Clock network drawn from the DEF:
Bar = 10 um.
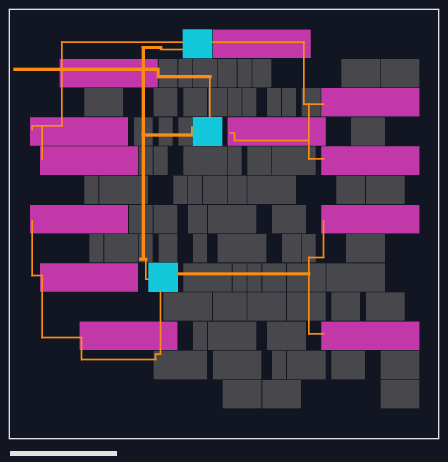
Clock nets:
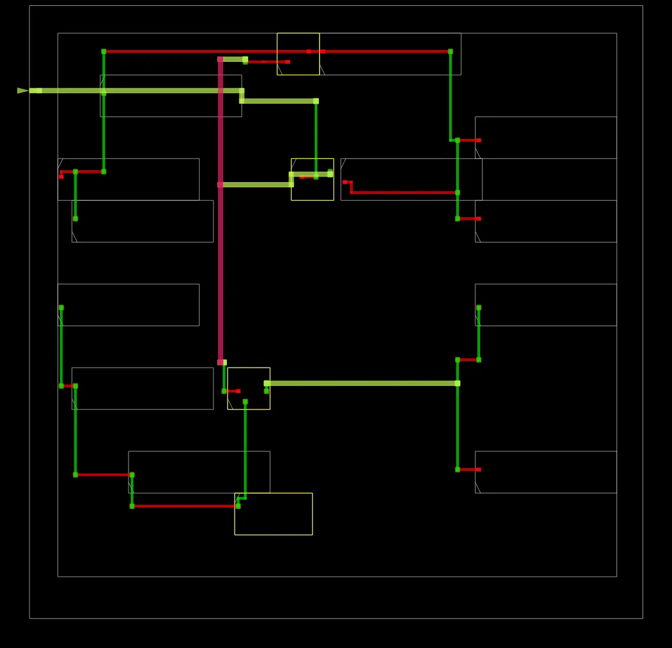
Wiring heat map:
The die is cut into 8 by 8 equal tiles; dark blue is low, red is high, scaled to the fullest tile. Values are wire area over tile area, all layers added.
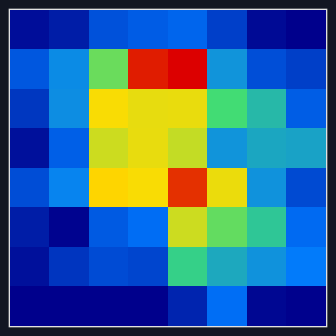
Sequential cells coloured by netlist name:
Other sequential cells in the stronger grey, the rest of the logic in the fainter grey.
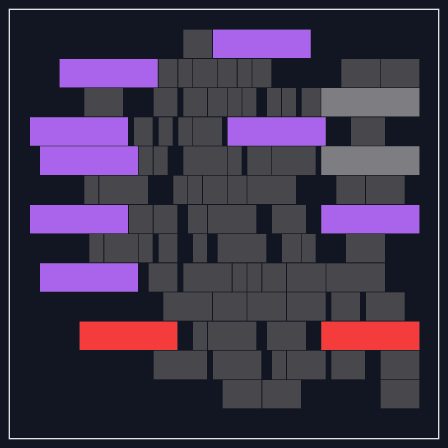
Placement by cell class:
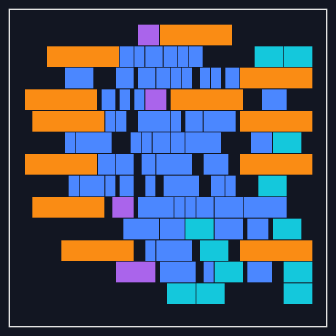
[config.mk]
export PLATFORM = sky130hd
export DESIGN_NAME = tl_state_timer
export DESIGN_NICKNAME = d
export VERILOG_FILES = /design/src/rtl/tl_pkg.sv /design/src/rtl/tl_out_logic.sv /design/src/rtl/tl_state_timer.sv
export SDC_FILE = /design/constraint.sdc
export NUM_CORES = 1
export LEC_CHECK = 0
export ABC_CLOCK_PERIOD_IN_PS = 8200
export CAP_MARGIN = 20
export CORE_MARGIN = 1.5
export CORE_UTILIZATION = 53
export CTS_CLUSTER_DIAMETER = 120
export DETAILED_ROUTE_END_ITERATION = 12
export PLACE_DENSITY = 0.8
export SETUP_SLACK_MARGIN = 0.15
export SLEW_MARGIN = 0
export SYNTH_ARGS = -nofsm -noshare
export SYNTH_HDL_FRONTEND = slang
export SYNTH_SLANG_ARGS = --single-unit
[constraint.sdc]
create_clock -name clk -period 8.2 [get_ports clk]
set_input_delay 2.46 -clock clk [delete_from_list [all_inputs] [get_ports clk]]
set_output_delay 2.46 -clock clk [all_outputs]
set_load 0.05 [all_outputs]
[src/rtl/tl_pkg.sv]
// Shared definitions for the traffic-light controller.
//   tl_state_e  : current/next state encoding (S0..S3)
//   tl_light_e  : light code driven onto each street
//   state_limit : dwell length (cycles) required in a given state
package tl_pkg;

    typedef enum logic [1:0] {
        S0 = 2'b00,   // A green,  B red
        S1 = 2'b01,   // A yellow, B red
        S2 = 2'b10,   // B green,  A red
        S3 = 2'b11    // B yellow, A red
    } tl_state_e;

    typedef enum logic [1:0] {
        GREEN  = 2'b00,
        YELLOW = 2'b01,
        RED    = 2'b10
    } tl_light_e;

    // Green states use the minimum-green time, yellow states the fixed yellow time.
    function automatic int state_limit(input tl_state_e st,
                                       input int        green_cycles,
                                       input int        yellow_cycles);
        return ((st == S0) || (st == S2)) ? green_cycles : yellow_cycles;
    endfunction

endpackage

[src/rtl/tl_out_logic.sv]
// Light decoder: maps the current state onto the light codes of both streets.
// Purely combinational so it can also be dropped into the structural controller.
//   cs : current state (in)
//   La : light code for street A (out)
//   Lb : light code for street B (out)
module tl_out_logic
    import tl_pkg::*;
(
    input  logic [1:0] cs,
    output logic [1:0] La,
    output logic [1:0] Lb
);

    always_comb begin
        La = RED;
        Lb = RED;
        case (tl_state_e'(cs))
            S0: begin La = GREEN;  Lb = RED;    end
            S1: begin La = YELLOW; Lb = RED;    end
            S2: begin La = RED;    Lb = GREEN;  end
            S3: begin La = RED;    Lb = YELLOW; end
            default: begin La = RED; Lb = RED; end
        endcase
    end

endmodule

[src/rtl/tl_state_timer.sv]
// State register with dwell timer for the traffic-light controller.
// Holds the current state and only commits the proposed next state once the
// state's dwell time is met; flags illegal proposals seen while it would accept.
//   clk          : system clock, rising edge
//   reset_n      : asynchronous active-low reset
//   ns           : proposed next state from the next-state logic
//   cs           : registered current state (fed back to the next-state logic)
//   La, Lb       : decoded light codes for streets A and B
//   dwell_done   : dwell requirement of the current state is met
//   state_change : one-cycle pulse in the cycle after cs changes
//   illegal      : sticky, illegal ns seen while dwell_done was high
//
// state | meaning
// ------+---------------------
// S0    | A green,  B red
// S1    | A yellow, B red
// S2    | B green,  A red
// S3    | B yellow, A red
module tl_state_timer
    import tl_pkg::*;
#(
    parameter int GREEN_MIN_CYCLES = 10,
    parameter int YELLOW_CYCLES    = 5,
    parameter int CNT_W            = 8
) (
    input  logic       clk,
    input  logic       reset_n,
    input  logic [1:0] ns,
    output logic [1:0] cs,
    output logic [1:0] La,
    output logic [1:0] Lb,
    output logic       dwell_done,
    output logic       state_change,
    output logic       illegal
);

    tl_state_e        cs_q, cs_d;
    logic [CNT_W-1:0] cnt_q, cnt_d;
    logic             sc_q, sc_d;
    logic             ill_q, ill_d;

    logic [CNT_W-1:0] limit_m1;
    logic [CNT_W-1:0] cnt_inc;
    logic [1:0]       adv_state;
    logic             ns_is_adv;
    logic             ns_is_illegal;

    always_ff @(posedge clk or negedge reset_n) begin
        if (!reset_n) begin
            cs_q  <= S0;
            cnt_q <= '0;
            sc_q  <= 1'b0;
            ill_q <= 1'b0;
        end else begin
            cs_q  <= cs_d;
            cnt_q <= cnt_d;
            sc_q  <= sc_d;
            ill_q <= ill_d;
        end
    end

    always_comb begin
        limit_m1      = CNT_W'(state_limit(cs_q, GREEN_MIN_CYCLES, YELLOW_CYCLES) - 1);
        dwell_done    = (cnt_q >= limit_m1);
        adv_state     = cs_q + 2'd1;
        ns_is_adv     = (ns == adv_state);
        ns_is_illegal = (ns != cs_q) && !ns_is_adv;
        // Saturate so a long green never wraps and drops dwell_done.
        cnt_inc       = (cnt_q == '1) ? cnt_q : cnt_q + CNT_W'(1);

        cs_d  = cs_q;
        cnt_d = cnt_inc;
        sc_d  = 1'b0;
        ill_d = ill_q;

        if (dwell_done && ns_is_adv) begin
            cs_d  = tl_state_e'(ns);
            cnt_d = '0;
            sc_d  = 1'b1;
        end else if (dwell_done && ns_is_illegal) begin
            ill_d = 1'b1;
        end
    end

    assign cs           = cs_q;
    assign state_change = sc_q;
    assign illegal      = ill_q;

    tl_out_logic u_out_logic (
        .cs (cs_q),
        .La (La),
        .Lb (Lb)
    );

endmodule
==> CHANGELOG.md <==
### Implementation results

- Status: completed
- Dominant register cell: dfrtp_1
- 1st-pass router iterations: 4
- Synth Seq Share: between 40% and 50%
- Worst Hold Class: register to register
- OpenROAD warning count: 29
- DR iter-0 viols: 22
- Reg clk slew, reported paths: ~80 ps
- Req. time, crit path: around 5700 ps
- WHS Endpoint: illegal
- Max Clk Rate: approximately 0.18 GHz
- DP HPWL: around 1100 um
- Final GP Congestion: between 0.7 and 0.8
- Filler cell count: approximately 100
- CTS tree: built
- Inst Count DP: about 100
- GRT overflow: 0
- Setup CP Type: register to output port
- Hold path cells: 1
- CP dominant cell by count: ha_1
- Met2 usage: 33.1%
- R2R setup slack: roughly 5500 ps
- IO Pins: 13
- Final Hold Violating Endpoints: 0
- Drt drc: 0
- Die Span X: 39.9 um
- Fin. max-slew vios: 0
- Root Buffer: clkbuf_4
- Max-cap violation count: 0
- Antenna cells: 0
- Worst-margin pin slew: roughly 530 ps
- Ys async rst share: 100%
- Grt met1 use: 29.3%
## Picture notes: 'clock network drawn from the DEF'
[cyan] cells driving clock nets | count: 3
[orange] clock wires | length: 177 um
[magenta] flip-flops | count: 12
routed clock nets	4
Late-Pin Clk Latency: 280 ps
Worst Skew: 2.17 ps

## Picture notes: 'clock nets'
clk sinks: 12
CLK BUF: 4
FFs & Latches: 12
CTS Buf Count: 3

## Picture notes: 'wiring heat map'
densest ninth of the die	centre
emptiest ninth of the die	lower left
tiles over half the peak	25%
mean over tiles	0.15
nearly empty tiles	13%
WL per Instance: 14.0 um
routed via count: 592

## Picture notes: 'sequential cells coloured by netlist name'
colour	netlist name	flops
purple	cnt_q	8
red	cs	2
Register Area: 300 um2
Seq area share: 33.9%

## Picture notes: 'placement by cell class'
colour	class	cells	share of their area
cyan	other buffers and delay cells	12	14%
blue	all other logic	61	47%
purple	clock drivers and dummy loads	4	4.2%
orange	flip-flops	12	35%
Cell Rows: 13
final core occ: 68.8%
final instance area: 885 um2
Core ar.: 1280 um2

## worst max-delay path by stage
stage / start / endpoint / slack [ps] / cells past startpoint
after floorplan: cs[0] / dwell_done / 3220 / 7
after global placement: cs[0] / dwell_done / 2980 / 8
after detailed placement: cs[0] / dwell_done / 2880 / 8
after CTS: cs[0] / dwell_done / 2550 / 8
after global routing: cs[0] / dwell_done / 2370 / 8
final: cs[0] / dwell_done / 2550 / 8
## registers in the layout, indices dropped and copies added (netlist names)
signal	cells
state_change	1
illegal	1
cnt_q	8
cs	2
## critical path: cells and delay by family, from the launching register on
family	cells	cell delay, ps
adders and majority gates	2	420
buffers and inverters	2	840
DFF	1	470
and+or+nand+nor	4	1180
## layout by cell type (no fill, tap or decap), types with 2 or more instances in the layout
cell type | netlist | final
nand3_1 | 2 | 2
nand4_1 | 2 | 2
inv_1 | 5 | 5
nor4_1 | 2 | 2
clkdlybuf4s50_1 | 0 | 12
nand2_1 | 4 | 4
dfrtp_1 | 12 | 12
mux2i_1 | 2 | 2
a31oi_1 | 3 | 3
xnor2_1 | 3 | 3
clkbuf_4 | 0 | 3
nor2_1 | 13 | 13
ha_1 | 8 | 8
nor3_1 | 7 | 7
## per-layer routing
layer  vias up  part of all wire [%]
li1        290                     -
met5         -                     0
met4         0                   1.3
met1       266                    44
met2        33                    47
met3         3                   7.3
## kinds of logic after synthesis
| logic type | after synthesis | synth area share (%) |
|---|---|---|
| buffers and inverters | 6 | 4.17 |
| and+or+nand+nor | 34 | 23.3 |
| adders and majority gates | 8 | 13.9 |
| AOI/OAI and AO/OA | 6 | 5.73 |
| xor gates and xnor gates | 4 | 4.86 |
| muxes | 4 | 6.42 |
| DFF | 12 | 41.7 |
## area by class of cell
class                      count  area (um2)  area share (%)
multi-input combinational     56         390            44.1
timing repair buffer          12         120            13.6
sequential                    12         300            33.9
tap                           15        18.8            2.12
inverter                       5        18.8            2.12
clock buffer                   4        36.3            4.10
## stage by stage
step / instance area [um2] / hold slack, ps / util (%)
CTS: 885 / 461 / 68.8
global placement: 848 / 448 / 66.0
finish: 885 / 455 / 68.8
detailed placement: 848 / 444 / 66.0
global route: 885 / 471 / 68.8
floorplan: 721 / 578 / -
## Yosys cell counts, types with 2 or more instances
master,number
dfrtp_1,12
a31oi_1,3
nand3_1,2
nand4_1,2
nand2_1,4
nor2_1,13
xnor2_1,3
ha_1,8
inv_1,5
nor3_1,7
mux2i_1,2
nor4_1,2
